### Signal wires on met1, run 1

Drawn at 4 px/um. Cells faint in the background.
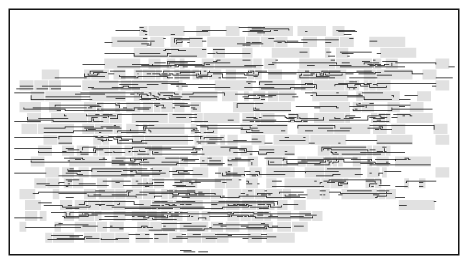
### The metal 2 layer, run 1

Drawn at 6 px/um.
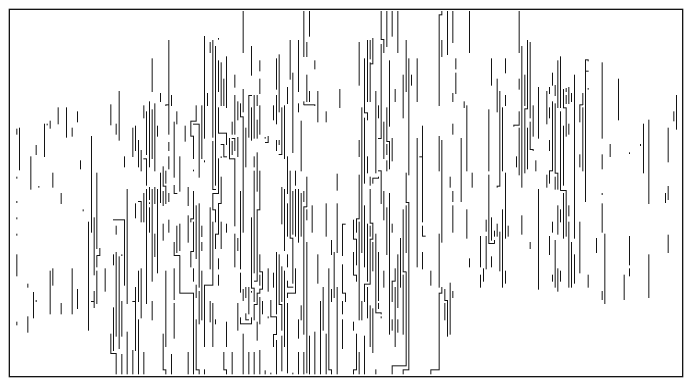
### Signal wires on met3, run 1

Drawn at 3 px/um. Cells faint in the background.
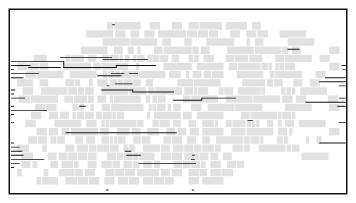
### config.mk
export PLATFORM = sky130hd
export DESIGN_NAME = hazard_control
export DESIGN_NICKNAME = d
export VERILOG_FILES = /design/src/rtl/hazard_control.sv
export SDC_FILE = /design/constraint.sdc
export NUM_CORES = 1
export LEC_CHECK = 0
export CAP_MARGIN = 0
export CORE_AREA = 2 2 110 59
export CTS_CLUSTER_SIZE = 24
export DETAILED_ROUTE_END_ITERATION = 16
export DIE_AREA = 0 0 112 61
export PLACE_DENSITY = 0.74
export SETUP_SLACK_MARGIN = 0.1
export SYNTH_ARGS = -nofsm -noshare
export SYNTH_HDL_FRONTEND = slang
export SYNTH_SLANG_ARGS = --single-unit
export TNS_END_PERCENT = 5
### constraint.sdc
create_clock -name clk -period 2.06 [get_ports clk]
set_input_delay 0.309 -clock clk [delete_from_list [all_inputs] [get_ports clk]]
set_output_delay 0.309 -clock clk [all_outputs]
set_load 0.05 [all_outputs]
### src/rtl/hazard_control.sv
// -----------------------------------------------------------------------------
// hazard_control
//
// Interlock and scheduling controller for the five-stage core (IF, ID, EX,
// MEM, WB). It compares the operands read by the instruction in ID against
// the destinations of the EX, MEM and WB producers. From that it produces the
// stall/bubble pair and the operand forwarding selects. It also sequences the
// shared multi-cycle multiply/divide unit and counts stall cycles.
//
// Ports:
//   clk, rst_n                       clock, asynchronous active-low reset
//   reg_s_addr_id, reg_t_addr_id     operand addresses of the ID instruction
//   uses_s_id, uses_t_id             ID instruction actually reads s / t
//   reg_d_we_*, reg_d_addr_*         write enable / destination in EX, MEM, WB
//   pc_we_id                         branch-taken request from decode
//   md_start_id, md_read_id          ID holds a mult/div, or an mfhi/mflo
//   md_done                          completion pulse from the mult/div unit
//   stall, bubble_ex                 hold PC + IF/ID, and null the ID/EX slot
//   pc_we                            branch enable gated by stall
//   fwd_s_sel, fwd_t_sel             0 = regfile, 1 = MEM result, 2 = WB result
//   md_go, md_busy, md_timeout       mult/div launch, occupancy, sticky error
//   stall_count                      free-running count of stalled cycles
//
// NUM_MD_CYCLES_MAX must be at least 2 and no more than 128, because the
// busy counter is 7 bits wide.
// -----------------------------------------------------------------------------
module hazard_control #(
    parameter int NUM_MD_CYCLES_MAX = 64
) (
    input  logic        clk,
    input  logic        rst_n,
    input  logic [4:0]  reg_s_addr_id,
    input  logic [4:0]  reg_t_addr_id,
    input  logic        uses_s_id,
    input  logic        uses_t_id,
    input  logic        reg_d_we_ex,
    input  logic [4:0]  reg_d_addr_ex,
    input  logic        reg_d_we_mem,
    input  logic [4:0]  reg_d_addr_mem,
    input  logic        reg_d_we_wb,
    input  logic [4:0]  reg_d_addr_wb,
    input  logic        pc_we_id,
    input  logic        md_start_id,
    input  logic        md_read_id,
    input  logic        md_done,
    output logic        stall,
    output logic        bubble_ex,
    output logic        pc_we,
    output logic [1:0]  fwd_s_sel,
    output logic [1:0]  fwd_t_sel,
    output logic        md_go,
    output logic        md_busy,
    output logic        md_timeout,
    output logic [31:0] stall_count
);

    localparam logic [6:0] MD_LAST_CYCLE = 7'(NUM_MD_CYCLES_MAX - 1);

    typedef enum logic {
        MD_IDLE,
        MD_BUSY
    } md_state_t;

    md_state_t   md_state_q, md_state_d;
    logic [6:0]  busy_cnt_q, busy_cnt_d;
    logic        timeout_q, timeout_d;
    logic [31:0] stall_cnt_q;

    logic s_ex, s_mem, s_wb;
    logic t_ex, t_mem, t_wb;
    logic ex_hazard, md_hazard;

    // A producer matches an operand only if the operand is really read, is
    // not $0, and the producer really writes that register.
    function automatic logic operand_match(input logic       uses,
                                           input logic [4:0] addr,
                                           input logic       we,
                                           input logic [4:0] dst);
        return uses && (addr != 5'd0) && we && (dst == addr);
    endfunction

    assign s_ex  = operand_match(uses_s_id, reg_s_addr_id, reg_d_we_ex,  reg_d_addr_ex);
    assign s_mem = operand_match(uses_s_id, reg_s_addr_id, reg_d_we_mem, reg_d_addr_mem);
    assign s_wb  = operand_match(uses_s_id, reg_s_addr_id, reg_d_we_wb,  reg_d_addr_wb);
    assign t_ex  = operand_match(uses_t_id, reg_t_addr_id, reg_d_we_ex,  reg_d_addr_ex);
    assign t_mem = operand_match(uses_t_id, reg_t_addr_id, reg_d_we_mem, reg_d_addr_mem);
    assign t_wb  = operand_match(uses_t_id, reg_t_addr_id, reg_d_we_wb,  reg_d_addr_wb);

    // The EX result is not available yet, so an EX match always costs a
    // stall; the dependency then resolves from MEM on the following cycle.
    assign ex_hazard = s_ex | t_ex;
    assign md_hazard = (md_start_id | md_read_id) & md_busy;
    assign stall     = ex_hazard | md_hazard;
    assign bubble_ex = stall;
    assign pc_we     = pc_we_id & ~stall;

    // The youngest completed producer (MEM) wins over WB. The selects are
    // kept valid during a stall as well.
    always_comb begin
        fwd_s_sel = 2'd0;
        fwd_t_sel = 2'd0;
        if (s_mem)      fwd_s_sel = 2'd1;
        else if (s_wb)  fwd_s_sel = 2'd2;
        if (t_mem)      fwd_t_sel = 2'd1;
        else if (t_wb)  fwd_t_sel = 2'd2;
    end

    // Multiply/divide sequencer, next-state logic. A launch waits for the
    // stall to clear. The busy counter bounds how long the unit may run
    // before the sequencer gives up and flags a timeout.
    always_comb begin
        md_state_d = md_state_q;
        busy_cnt_d = busy_cnt_q;
        timeout_d  = timeout_q;
        md_go      = 1'b0;
        case (md_state_q)
            MD_IDLE: begin
                busy_cnt_d = 7'd0;
                if (md_start_id && !stall) begin
                    md_go      = 1'b1;
                    md_state_d = MD_BUSY;
                end
            end
            MD_BUSY: begin
                if (md_done) begin
                    md_state_d = MD_IDLE;
                    busy_cnt_d = 7'd0;
                end else if (busy_cnt_q == MD_LAST_CYCLE) begin
                    timeout_d  = 1'b1;
                    md_state_d = MD_IDLE;
                    busy_cnt_d = 7'd0;
                end else begin
                    busy_cnt_d = busy_cnt_q + 7'd1;
                end
            end
            default: begin
                md_state_d = MD_IDLE;
                busy_cnt_d = 7'd0;
            end
        endcase
    end

    // Sequencer state and the sticky timeout flag.
    always_ff @(posedge clk or negedge rst_n) begin
        if (!rst_n) begin
            md_state_q <= MD_IDLE;
            busy_cnt_q <= 7'd0;
            timeout_q  <= 1'b0;
        end else begin
            md_state_q <= md_state_d;
            busy_cnt_q <= busy_cnt_d;
            timeout_q  <= timeout_d;
        end
    end

    // The stall-cycle counter wraps naturally at 32 bits.
    always_ff @(posedge clk or negedge rst_n) begin
        if (!rst_n) begin
            stall_cnt_q <= 32'd0;
        end else if (stall) begin
            stall_cnt_q <= stall_cnt_q + 32'd1;
        end
    end

    assign md_busy     = (md_state_q == MD_BUSY);
    assign md_timeout  = timeout_q;
    assign stall_count = stall_cnt_q;

endmodule
==> flow_metrics.env, run 1 <==
# source this file to load flow results
export IMPL_drc=0
export IMPL_syn_area_um2=2340
export IMPL_tns_ns=-0.227
export IMPL_synth_warnings=0
export IMPL_grt_overflow=0
export IMPL_critPathSlowestCell="or4_4"
export IMPL_numCtsBuffers=5
export IMPL_place_hpwl_um=4990
export IMPL_top_level_ports=78
export IMPL_min_delay_path_class="in2async"
export IMPL_ys_area_um2=2340
export IMPL_ant_nets=0
export IMPL_cp_start_kind="input pin"
export IMPL_synthTopCellsByCount="dfrtp_1, xnor2_1, xor2_1"
export IMPL_ctsHoldBuffers=0
export IMPL_top_layer="met4"
export IMPL_io_buffer_count=77
export IMPL_path_cells="buf_8 > or4_4 > o21ai_2 > nand4b_1 > buf_4 > and2_4 > nand3b_1 > inv_2 > buf_12"
export IMPL_finalSetupViolCount=6
export IMPL_grtUsageMet2=0.308
export IMPL_crit_path_max_fanout=3
export IMPL_vdd_drop_max_uv=667
export IMPL_cts_tree="built"
export IMPL_failed_checks="negative setup slack"
export IMPL_syn_avg_cell_area_um2=10.3
export IMPL_wl_met2_um=2960
export IMPL_wl_met3_um=342
export IMPL_r2r_cells=7
export IMPL_p_leak_nw=1.68
export IMPL_top_usage_layer="met2"
export IMPL_core_rowCount=20
export IMPL_insertion_delay_ns=0.28
export IMPL_drtIter0Drc=54
export IMPL_nets=378
export IMPL_netlist_area_leader_share=0.438
export IMPL_slew_headroom=0.511
export IMPL_fmax_mhz=466
export IMPL_final_cell_mix="clkdlybuf4s50_1, dfrtp_1, xnor2_1, xor2_1, buf_4"
export IMPL_arrival_ns=1.84
export IMPL_fin_crit_sh=1.04
export IMPL_place_ws_ns=-0.555
export IMPL_cts_root_buf="clkbuf_16"
export IMPL_p_per_area_nw_per_um2=736
export IMPL_drive_above_1_share=0.279
export IMPL_hold_viol=0
export IMPL_core_area_um2=5860
export IMPL_grt_use_met3=0.0549
export IMPL_die_h_um=61
export IMPL_hold_slack_ns=0.0874
export IMPL_final_setup_worst_slack_ns=-0.0856
export IMPL_die_width_um=112
export IMPL_status="finished with violations"
export IMPL_worstMarginPinSlew_ns=0.734
export IMPL_synthCells=228
export IMPL_chipArea_um2=6830
export IMPL_synthToLayoutAreaGrowth_pct=59.8
export IMPL_synth_nets=266
export IMPL_area_leaders="dfrtp_1, xnor2_1, xor2_1"
export IMPL_grt_pass1_vias=2141
export IMPL_ys_async_sr_fraction=1.00
export IMPL_antenna_cells=0
export IMPL_p_total_mw=2.75
export IMPL_skew_ns=0.00226
export IMPL_min_period_ns=2.15
export IMPL_drtPass1Iterations=4
export IMPL_m1WireLength_um=3310
export IMPL_endpoint_kind="output pin"
export IMPL_drv_cap=0
export IMPL_edf_count=0
export IMPL_grt_usage=0.205
export IMPL_yosys_most_used_dff="dfrtp_1"
export IMPL_maxSlewViolCount=0
export IMPL_utilization=0.639
export IMPL_antenna_found_initial=0
export IMPL_synth_most_common_cell="dfrtp_1"
export IMPL_fp_util=0.400
export IMPL_critPathRequiredTime_ns=1.75
export IMPL_met1_usage=0.299
export IMPL_postRouteWirelength_um=6670
export IMPL_warnings=29
export IMPL_yosys_stat_seqShare=0.438
About 'Signal wires on met1':
longest straight run: 34.0 um
main direction: horizontal

About 'The metal 2 layer':
main direction: vertical
wire length on this layer: 2,960 um

About 'Signal wires on met3':
wire length on this layer: 342 um
nets with wire on the layer: 45

## run 1: registers in the layout, summed over array words and instances, names as in the netlist
register     flops
md_timeout       1
md_busy          1
busy_cnt_q       7
stall_count     32
## run 1: cell families after synthesis
| kind of cell | count (synthesis) | share of synthesized area |
|---|---|---|
| simple gates | 98 | 0.245 |
| xor+xnor | 65 | 0.243 |
| flops | 41 | 0.438 |
| buf+inv | 16 | 0.0438 |
| compound gates | 6 | 0.0187 |
| fa+ha+maj | 2 | 0.0107 |
## run 1: area by class of cell
type / instances / area (um2)
sequential: 41 / 1030
tap: 77 / 96.3
clock inverter: 1 / 30.0
multi-input combinational: 171 / 1320
fill: 482 / 2110
clock buffer: 7 / 143
timing repair buffer: 113 / 1090
inverter: 8 / 32.5
## run 1: worst max-delay path: cells and delay by family
kind	cells	cell delay (ns)
AND-OR/OR-AND	1	0.17
buffers and inverters	4	0.44
AND/OR/NAND/NOR	4	0.91
## run 1: final timing paths
path	start	endpoint	slack, ns
max	reg_s_addr_id[4]	md_go	-0.09
min	rst_n	md_timeout	0.09
max reg2reg	stall_count[8]	stall_count[24]	0.11
min reg2reg	stall_count[31]	stall_count[31]	0.47
max in group asynchronous	rst_n	stall_count[4]	1.35
min in group clk	stall_count[31]	stall_count[31]	0.47
## run 1: metrics by stage
stage	std cells	instance area, um2
3_3_place_gp	404	3410
5_1_grt	418	3740
3_5_place_dp	404	3410
4_1_cts	418	3700
2_1_floorplan	228	2390
6_report	418	3740
## run 1: power by group
part / switching [mW] / internal, mW / leakage [nW]
clock: 0.300 / 0.605 / 0.0841
combinational: 0.520 / 0.361 / 1.05
sequential: 0.0907 / 0.875 / 0.543
## run 1: timing repair
action	in CTS	in global routing
pin swaps	11	11
gates resized	57	29
setup endpoints to repair	41	42
setup buffers	6	0
### Track usage over the die, run 1

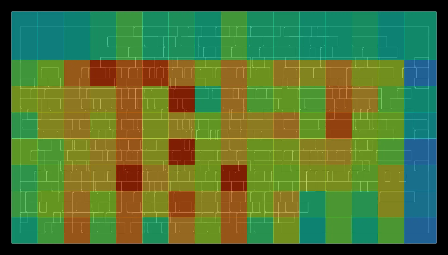

==> run 2, diff against run 1 <==
--- a/config.mk
+++ b/config.mk
@@ -6,11 +6,13 @@
 export NUM_CORES = 1
 export LEC_CHECK = 0
 export CAP_MARGIN = 0
-export CORE_AREA = 2 2 110 59
+export CELL_PAD_IN_SITES_DETAIL_PLACEMENT = 1
+export CELL_PAD_IN_SITES_GLOBAL_PLACEMENT = 2
+export CORE_AREA = 2 2 140 74
 export CTS_CLUSTER_SIZE = 24
 export DETAILED_ROUTE_END_ITERATION = 16
-export DIE_AREA = 0 0 112 61
-export PLACE_DENSITY = 0.74
+export DIE_AREA = 0 0 142 76
+export PLACE_DENSITY_LB_ADDON = 0.1
 export SETUP_SLACK_MARGIN = 0.1
 export SYNTH_ARGS = -nofsm -noshare
 export SYNTH_HDL_FRONTEND = slang
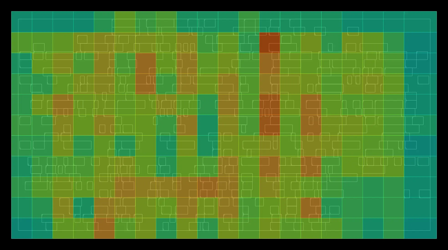
*Track usage over the die, run 2*
WL per Instance: 16.3 um
met3 usage: 0.0365

==> run 2 against run 1 <==
  * The run still ends with negative setup slack left
  * Non-clock buffer count rose by 9
  * Utilization fell by 24 points
  * Clock skew rose by 0.0024 ns
  * Via count fell by 1.1%
  * Setup slack improved by 0.0091 ns
  * Cell area rose by 3.5%
  * Register-to-register slack improved by 0.04 ns
  * Maximum frequency rose by 0.42%
  * Global-route usage fell by 5.0 points
  * Die area rose by 58%
  * Critical path depth fell by 2
  * Clock power fell by 15%
  * Critical endpoint is now pc_we
  * Largest power group unchanged
==> flow_metrics.env, run 2 <==
# source this file to load flow results
export IMPL_netlist_area_leader_share=0.438
export IMPL_io_buffer_count=77
export IMPL_ys_async_sr_fraction=1.00
export IMPL_synthToLayoutAreaGrowth_pct=65.4
export IMPL_insertion_delay_ns=0.29
export IMPL_syn_area_um2=2340
export IMPL_logic_area_um2=1360
export IMPL_yosys_most_used_dff="dfrtp_1"
export IMPL_failed_checks="negative setup slack"
export IMPL_arrival_ns=1.83
export IMPL_critPathRequiredTime_ns=1.75
export IMPL_switching_share=0.361
export IMPL_ys_area_um2=2340
export IMPL_final_cell_mix="clkdlybuf4s50_1, buf_4, dfrtp_1, xnor2_1, xor2_1"
export IMPL_grt_pass1_vias=2231
export IMPL_place_ws_ns=-0.673
export IMPL_met1_usage=0.253
export IMPL_endpoint_kind="output pin"
export IMPL_p_seq_mw=0.978
export IMPL_vdd_drop_max_uv=667
export IMPL_p_int_mw=1.67
export IMPL_yosys_stat_seqShare=0.438
export IMPL_slew_headroom=0.628
export IMPL_edf_count=0
export IMPL_top_layer="met4"
export IMPL_powerComb_mw=0.859
export IMPL_p_per_area_nw_per_um2=674
export IMPL_ff_latch_area_um2=1030
export IMPL_die_h_um=76
export IMPL_synth_nets=266
export IMPL_fin_area_um2=3870
export IMPL_power_frac_comb=0.329
export IMPL_min_delay_path_class="in2async"
export IMPL_fmax_mhz=468
export IMPL_seqPwrFrac=0.375
export IMPL_final_setup_worst_slack_ns=-0.0766
export IMPL_pwr_share_clk=0.296
export IMPL_top_level_ports=78
export IMPL_drtIter0Drc=48
export IMPL_antenna_found_initial=0
export IMPL_m1WireLength_um=4390
export IMPL_grtUsageMet2=0.199
export IMPL_switchingPower_mw=0.941
export IMPL_synth_warnings=0
export IMPL_worstMarginPinSlew_ns=0.551
export IMPL_ant_nets=0
export IMPL_antenna_cells=0
export IMPL_drv_cap=0
export IMPL_min_period_ns=2.14
export IMPL_place_hpwl_um=6340
export IMPL_chipArea_um2=10800
export IMPL_grt_usage=0.154
export IMPL_synthCells=228
export IMPL_numCtsBuffers=5
export IMPL_largest_reg_flops=32
export IMPL_core_rowCount=26
export IMPL_status="finished with violations"
export IMPL_wl_met3_um=325
export IMPL_fin_crit_sh=1.04
export IMPL_finalSetupViolCount=4
export IMPL_p_leak_nw=1.75
export IMPL_skew_ns=0.00462
export IMPL_crit_path_max_fanout=4
export IMPL_drive_above_1_share=0.314
export IMPL_cts_root_buf="clkbuf_16"
export IMPL_power_leader="sequential cells"
export IMPL_wl_met2_um=3020
export IMPL_placed_cell_area_um2=3550
export IMPL_core_area_um2=9730
export IMPL_synth_most_common_cell="dfrtp_1"
export IMPL_drtPass1Iterations=4
export IMPL_nFillCells=1087
export IMPL_top_usage_layer="met1"
export IMPL_warnings=29
export IMPL_hold_viol=0
export IMPL_synthTopCellsByCount="dfrtp_1, xnor2_1, xor2_1"
export IMPL_p_total_mw=2.61
export IMPL_nets=387
export IMPL_maxSlewViolCount=0
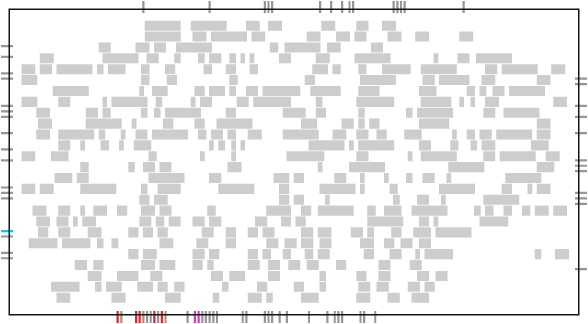
*Ports around the boundary, run 2*
Drawn at 4 px/um. Pins as bars across the die edge, other pins in grey.
[magenta] fwd_s_sel | pins: 2 | direction: output | edge: south
[red] reg_t_addr_id | pins: 5 | direction: input | edge: south
[cyan] reg_d_we_mem | pins: 1 | direction: input | edge: west

==> run 2: cell counts after synthesis <==
Identical to the previous run, type by type.
==> run 2: through the flow <==
| step | setup TNS [ns] | std cells |
|---|---|---|
| 2_1_floorplan | -0.0899 | 228 |
| 3_3_place_gp | -20.40 | 461 |
| 3_5_place_dp | -20.99 | 461 |
| 4_1_cts | -0.276 | 476 |
| 5_1_grt | -0.505 | 476 |
| 6_report | -0.195 | 476 |
==> run 2: timing repair <==
| action | CTS | global route |
|---|---|---|
| buffers inserted | 6 | 0 |
| endpoints found under the setup margin | 40 | 27 |
| resized | 60 | 29 |
| hold buffers | 1 | 0 |
| endpoints found under the hold margin | 11 | 0 |
| pin swaps | 17 | 17 |
==> run 2: path summary, 6_finish.rpt <==
| check | startpoint | to | slack, ns | cells after the start |
|---|---|---|---|---|
| worst min register to register | md_timeout | md_timeout | 0.46 | 2 |
| max in group asynchronous | rst_n | stall_count[9] | 1.09 | 3 |
| worst max register to register | stall_count[10] | stall_count[31] | 0.15 | 7 |
| min in group clk | md_timeout | md_timeout | 0.46 | 2 |
| worst max-delay path | reg_t_addr_id[1] | pc_we | -0.08 | 7 |
| worst min-delay path | rst_n | stall_count[25] | 0.46 | 2 |
==> run 2: cell type report <==
cell class	count	area share
timing repair buffer	122	0.297
tap	126	0.0407
sequential	41	0.266
clock buffer	5	0.0323
multi-input combinational	171	0.351
clock inverter	3	0.00452
inverter	8	0.00776
==> run 2: cell families after synthesis <==
group,Yosys count,share of synthesized area
fa+ha+maj,2,0.0107
simple gates,98,0.245
xor+xnor,65,0.243
compound gates,6,0.0187
flops,41,0.438
buf+inv,16,0.0438
==> run 2: critical path: stages <==
cell and delay, ns:
buf_6 0.09, or4_4 0.54, o21ai_4 0.17, nand4b_1 0.18, and3_4 0.24, and2_4 0.16
buf_12 0.13
### Signal wires on met1, run 2

Drawn at 3 px/um. Cells faint in the background.
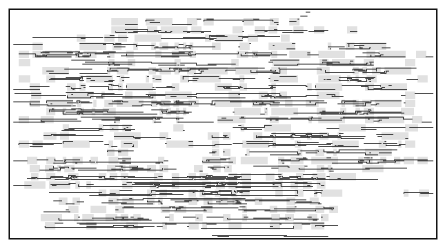

==> run 3, diff against run 2 <==
--- a/config.mk
+++ b/config.mk
@@ -13,7 +13,7 @@
 export DETAILED_ROUTE_END_ITERATION = 16
 export DIE_AREA = 0 0 142 76
 export PLACE_DENSITY_LB_ADDON = 0.1
-export SETUP_SLACK_MARGIN = 0.1
+export SETUP_SLACK_MARGIN = 0.3
 export SYNTH_ARGS = -nofsm -noshare
 export SYNTH_HDL_FRONTEND = slang
 export SYNTH_SLANG_ARGS = --single-unit
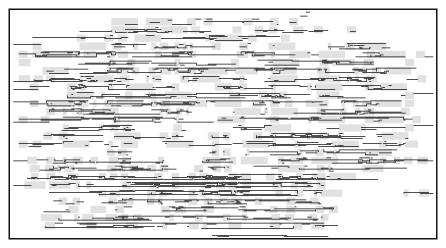
*Signal wires on met1, run 3*
Drawn at 3 px/um. Cells faint in the background.
longest straight run: 82.3 um
share of all routed wire: 56%
main direction: horizontal
nets with wire on the layer: 347

==> run 3 against run 2 <==
  * The flow still finishes with violations (negative setup slack)
  * Utilization is 0.090 points lower
  * Critical path depth is 1 higher
  * Flip-flop count stayed put
  * Clock power hardly changed
  * Maximum frequency is 0.33% lower
  * Largest cell class unchanged
  * Die area stayed put
  * Cell count stayed put
  * Combinational power is 4.0% lower
  * Power is 1.0% lower
==> flow_metrics.env, run 3 <==
# source this file to load flow results
export IMPL_grt_overflow=0
export IMPL_synthXorXnorAreaFrac=0.243
export IMPL_hold_slack_ns=0.457
export IMPL_synthCells=228
export IMPL_grt_usage=0.155
export IMPL_fin_area_um2=3860
export IMPL_dp_cells=461
export IMPL_p_total_mw=2.58
export IMPL_synthAoiAreaFrac=0.0187
export IMPL_final_setup_worst_slack_ns=-0.0836
export IMPL_synthSimpleGateAreaFrac=0.245
export IMPL_synthToLayoutAreaGrowth_pct=65.0
export IMPL_grt_pass1_vias=2238
export IMPL_synthAdderAreaFrac=0.0107
export IMPL_place_hpwl_um=6340
export IMPL_seqPwrFrac=0.381
export IMPL_cts_tree="built"
export IMPL_p_leak_nw=1.85
export IMPL_pwr_share_clk=0.299
export IMPL_power_frac_comb=0.319
export IMPL_ys_flops=41
export IMPL_min_period_ns=2.14
export IMPL_tns_ns=-0.203
export IMPL_drive_above_1_share=0.329
export IMPL_utilization=0.397
export IMPL_ant_nets=0
export IMPL_ys_async_sr_fraction=1.00
export IMPL_postRouteWirelength_um=7830
export IMPL_switchingPower_mw=0.954
export IMPL_place_ws_ns=-0.673
export IMPL_worstMarginPinSlew_ns=0.518
export IMPL_cp_start_kind="input pin"
export IMPL_finalSetupViolCount=4
export IMPL_switching_share=0.369
export IMPL_netlist_area_leader_share=0.438
export IMPL_slew_headroom=0.656
export IMPL_final_cell_mix="dlygate4sd2_1, buf_4, dfrtp_1, xnor2_1, xor2_1"
export IMPL_maxSlewViolCount=0
export IMPL_p_int_mw=1.63
export IMPL_drc=0
export IMPL_edf_count=0
export IMPL_drtIter0Drc=61
export IMPL_syn_area_um2=2340
export IMPL_io_buffer_count=77
export IMPL_powerComb_mw=0.825
export IMPL_yosys_stat_seqShare=0.438
export IMPL_synthTopCellsByCount="dfrtp_1, xnor2_1, xor2_1"
export IMPL_core_area_um2=9730
export IMPL_drv_cap=0
export IMPL_power_leader="sequential cells"
export IMPL_ys_top_logic_family="simple AND/OR/NAND/NOR gates"
export IMPL_critPathRequiredTime_ns=1.75
export IMPL_synth_most_common_cell="dfrtp_1"
export IMPL_chipArea_um2=10800
export IMPL_skew_ns=0.00457
export IMPL_numCtsBuffers=5
export IMPL_stdcell_count=476
export IMPL_status="finished with violations"
export IMPL_grt_pass1_wl_um=12600
export IMPL_grtUsageMet2=0.199
export IMPL_antenna_cells=0
export IMPL_core_rowCount=26
export IMPL_drtPass1Iterations=4
export IMPL_mux_share=0
export IMPL_top_usage_layer="met1"
export IMPL_hold_viol=0
export IMPL_fp_util=0.241
export IMPL_cts_root_buf="clkbuf_16"
export IMPL_arrival_ns=1.83
export IMPL_grt_use_met3=0.0365
export IMPL_largest_reg_flops=32
export IMPL_warnings=29
export IMPL_antenna_found_initial=0
export IMPL_fmax_mhz=467
export IMPL_path_clk_slew_ns=0.06
export IMPL_die_width_um=142
export IMPL_top_level_ports=78
export IMPL_synth_nets=266
export IMPL_p_per_area_nw_per_um2=669
export IMPL_min_delay_path_class="in2async"
export IMPL_placed_cell_area_um2=3550
export IMPL_synth_warnings=0
export IMPL_nets=387
export IMPL_vdd_drop_max_uv=641
export IMPL_failed_checks="negative setup slack"
export IMPL_syn_avg_cell_area_um2=10.3
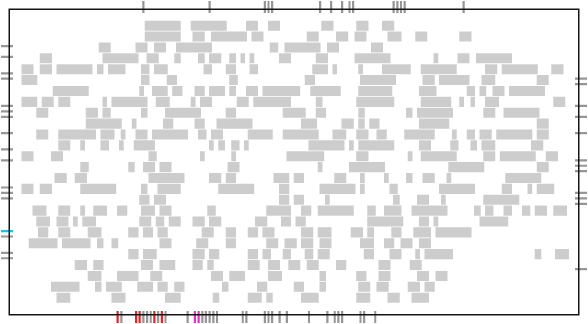
*Ports around the boundary, run 3*
Drawn at 4 px/um. Pins as bars across the die edge, other pins in grey.
[red] reg_t_addr_id | pins: 5 | direction: input | edge: south
[magenta] fwd_s_sel | pins: 2 | direction: output | edge: south
[cyan] reg_d_we_mem | pins: 1 | direction: input | edge: west
all pins by edge: 34 south, 17 west, 15 north, 12 east

run 3: cell counts after synthesis:
Identical to the previous run, type by type.
run 3: path summary, 6_finish.rpt:
check	startpoint	end	slack [ns]	depth (start not counted)
worst max-delay path	reg_t_addr_id[1]	md_go	-0.08	8
worst min-delay path	rst_n	stall_count[25]	0.46	2
worst max register to register	stall_count[9]	stall_count[28]	0.17	7
worst min register to register	md_timeout	md_timeout	0.46	2
max in group asynchronous	rst_n	stall_count[9]	1.10	3
min in group clk	md_timeout	md_timeout	0.46	2
run 3: repair_timing:
item,in CTS,in global routing
endpoints found under the setup margin,74,44
pin swaps,30,21
hold buffers,1,0
hold endpoints to repair,11,0
resized,106,26
setup buffers,6,0
run 3: final cells by class:
| cell class | count | area [um2] |
|---|---|---|
| inverters | 8 | 30.0 |
| well taps | 126 | 158 |
| clock inverters | 3 | 17.5 |
| fillers | 1098 | 5860 |
| repair buffers | 122 | 1100 |
| clock buffers | 5 | 125 |
| multi-input cells | 171 | 1400 |
| flip-flops and latches | 41 | 1030 |
run 3: per-layer routing:
layer	wire, um	up-vias	part of all wire
met3	327	4	0.042
met2	3040	39	0.39
met1	4420	995	0.56
met4	39	0	0.0050
li1	-	1024	-
met5	0	-	0
run 3: logic make-up (layout without fill, tap and decap cells):
group | after synthesis | in the layout
adders and majority gates | 2 | 2
and+or+nand+nor | 98 | 98
xor gates and xnor gates | 65 | 65
DFF | 41 | 41
AOI/OAI and AO/OA | 6 | 6
buffers and inverters | 16 | 138
run 3: critical path, cell delays in order:
cell      delay [ns]
buf_6           0.09
or4_4           0.54
o21ai_4         0.17
nand4b_1        0.18
and2_1          0.19
nand3b_1        0.13
inv_2           0.09
buf_12          0.13
No activity file was given, so power comes from the tool's default toggle rates.
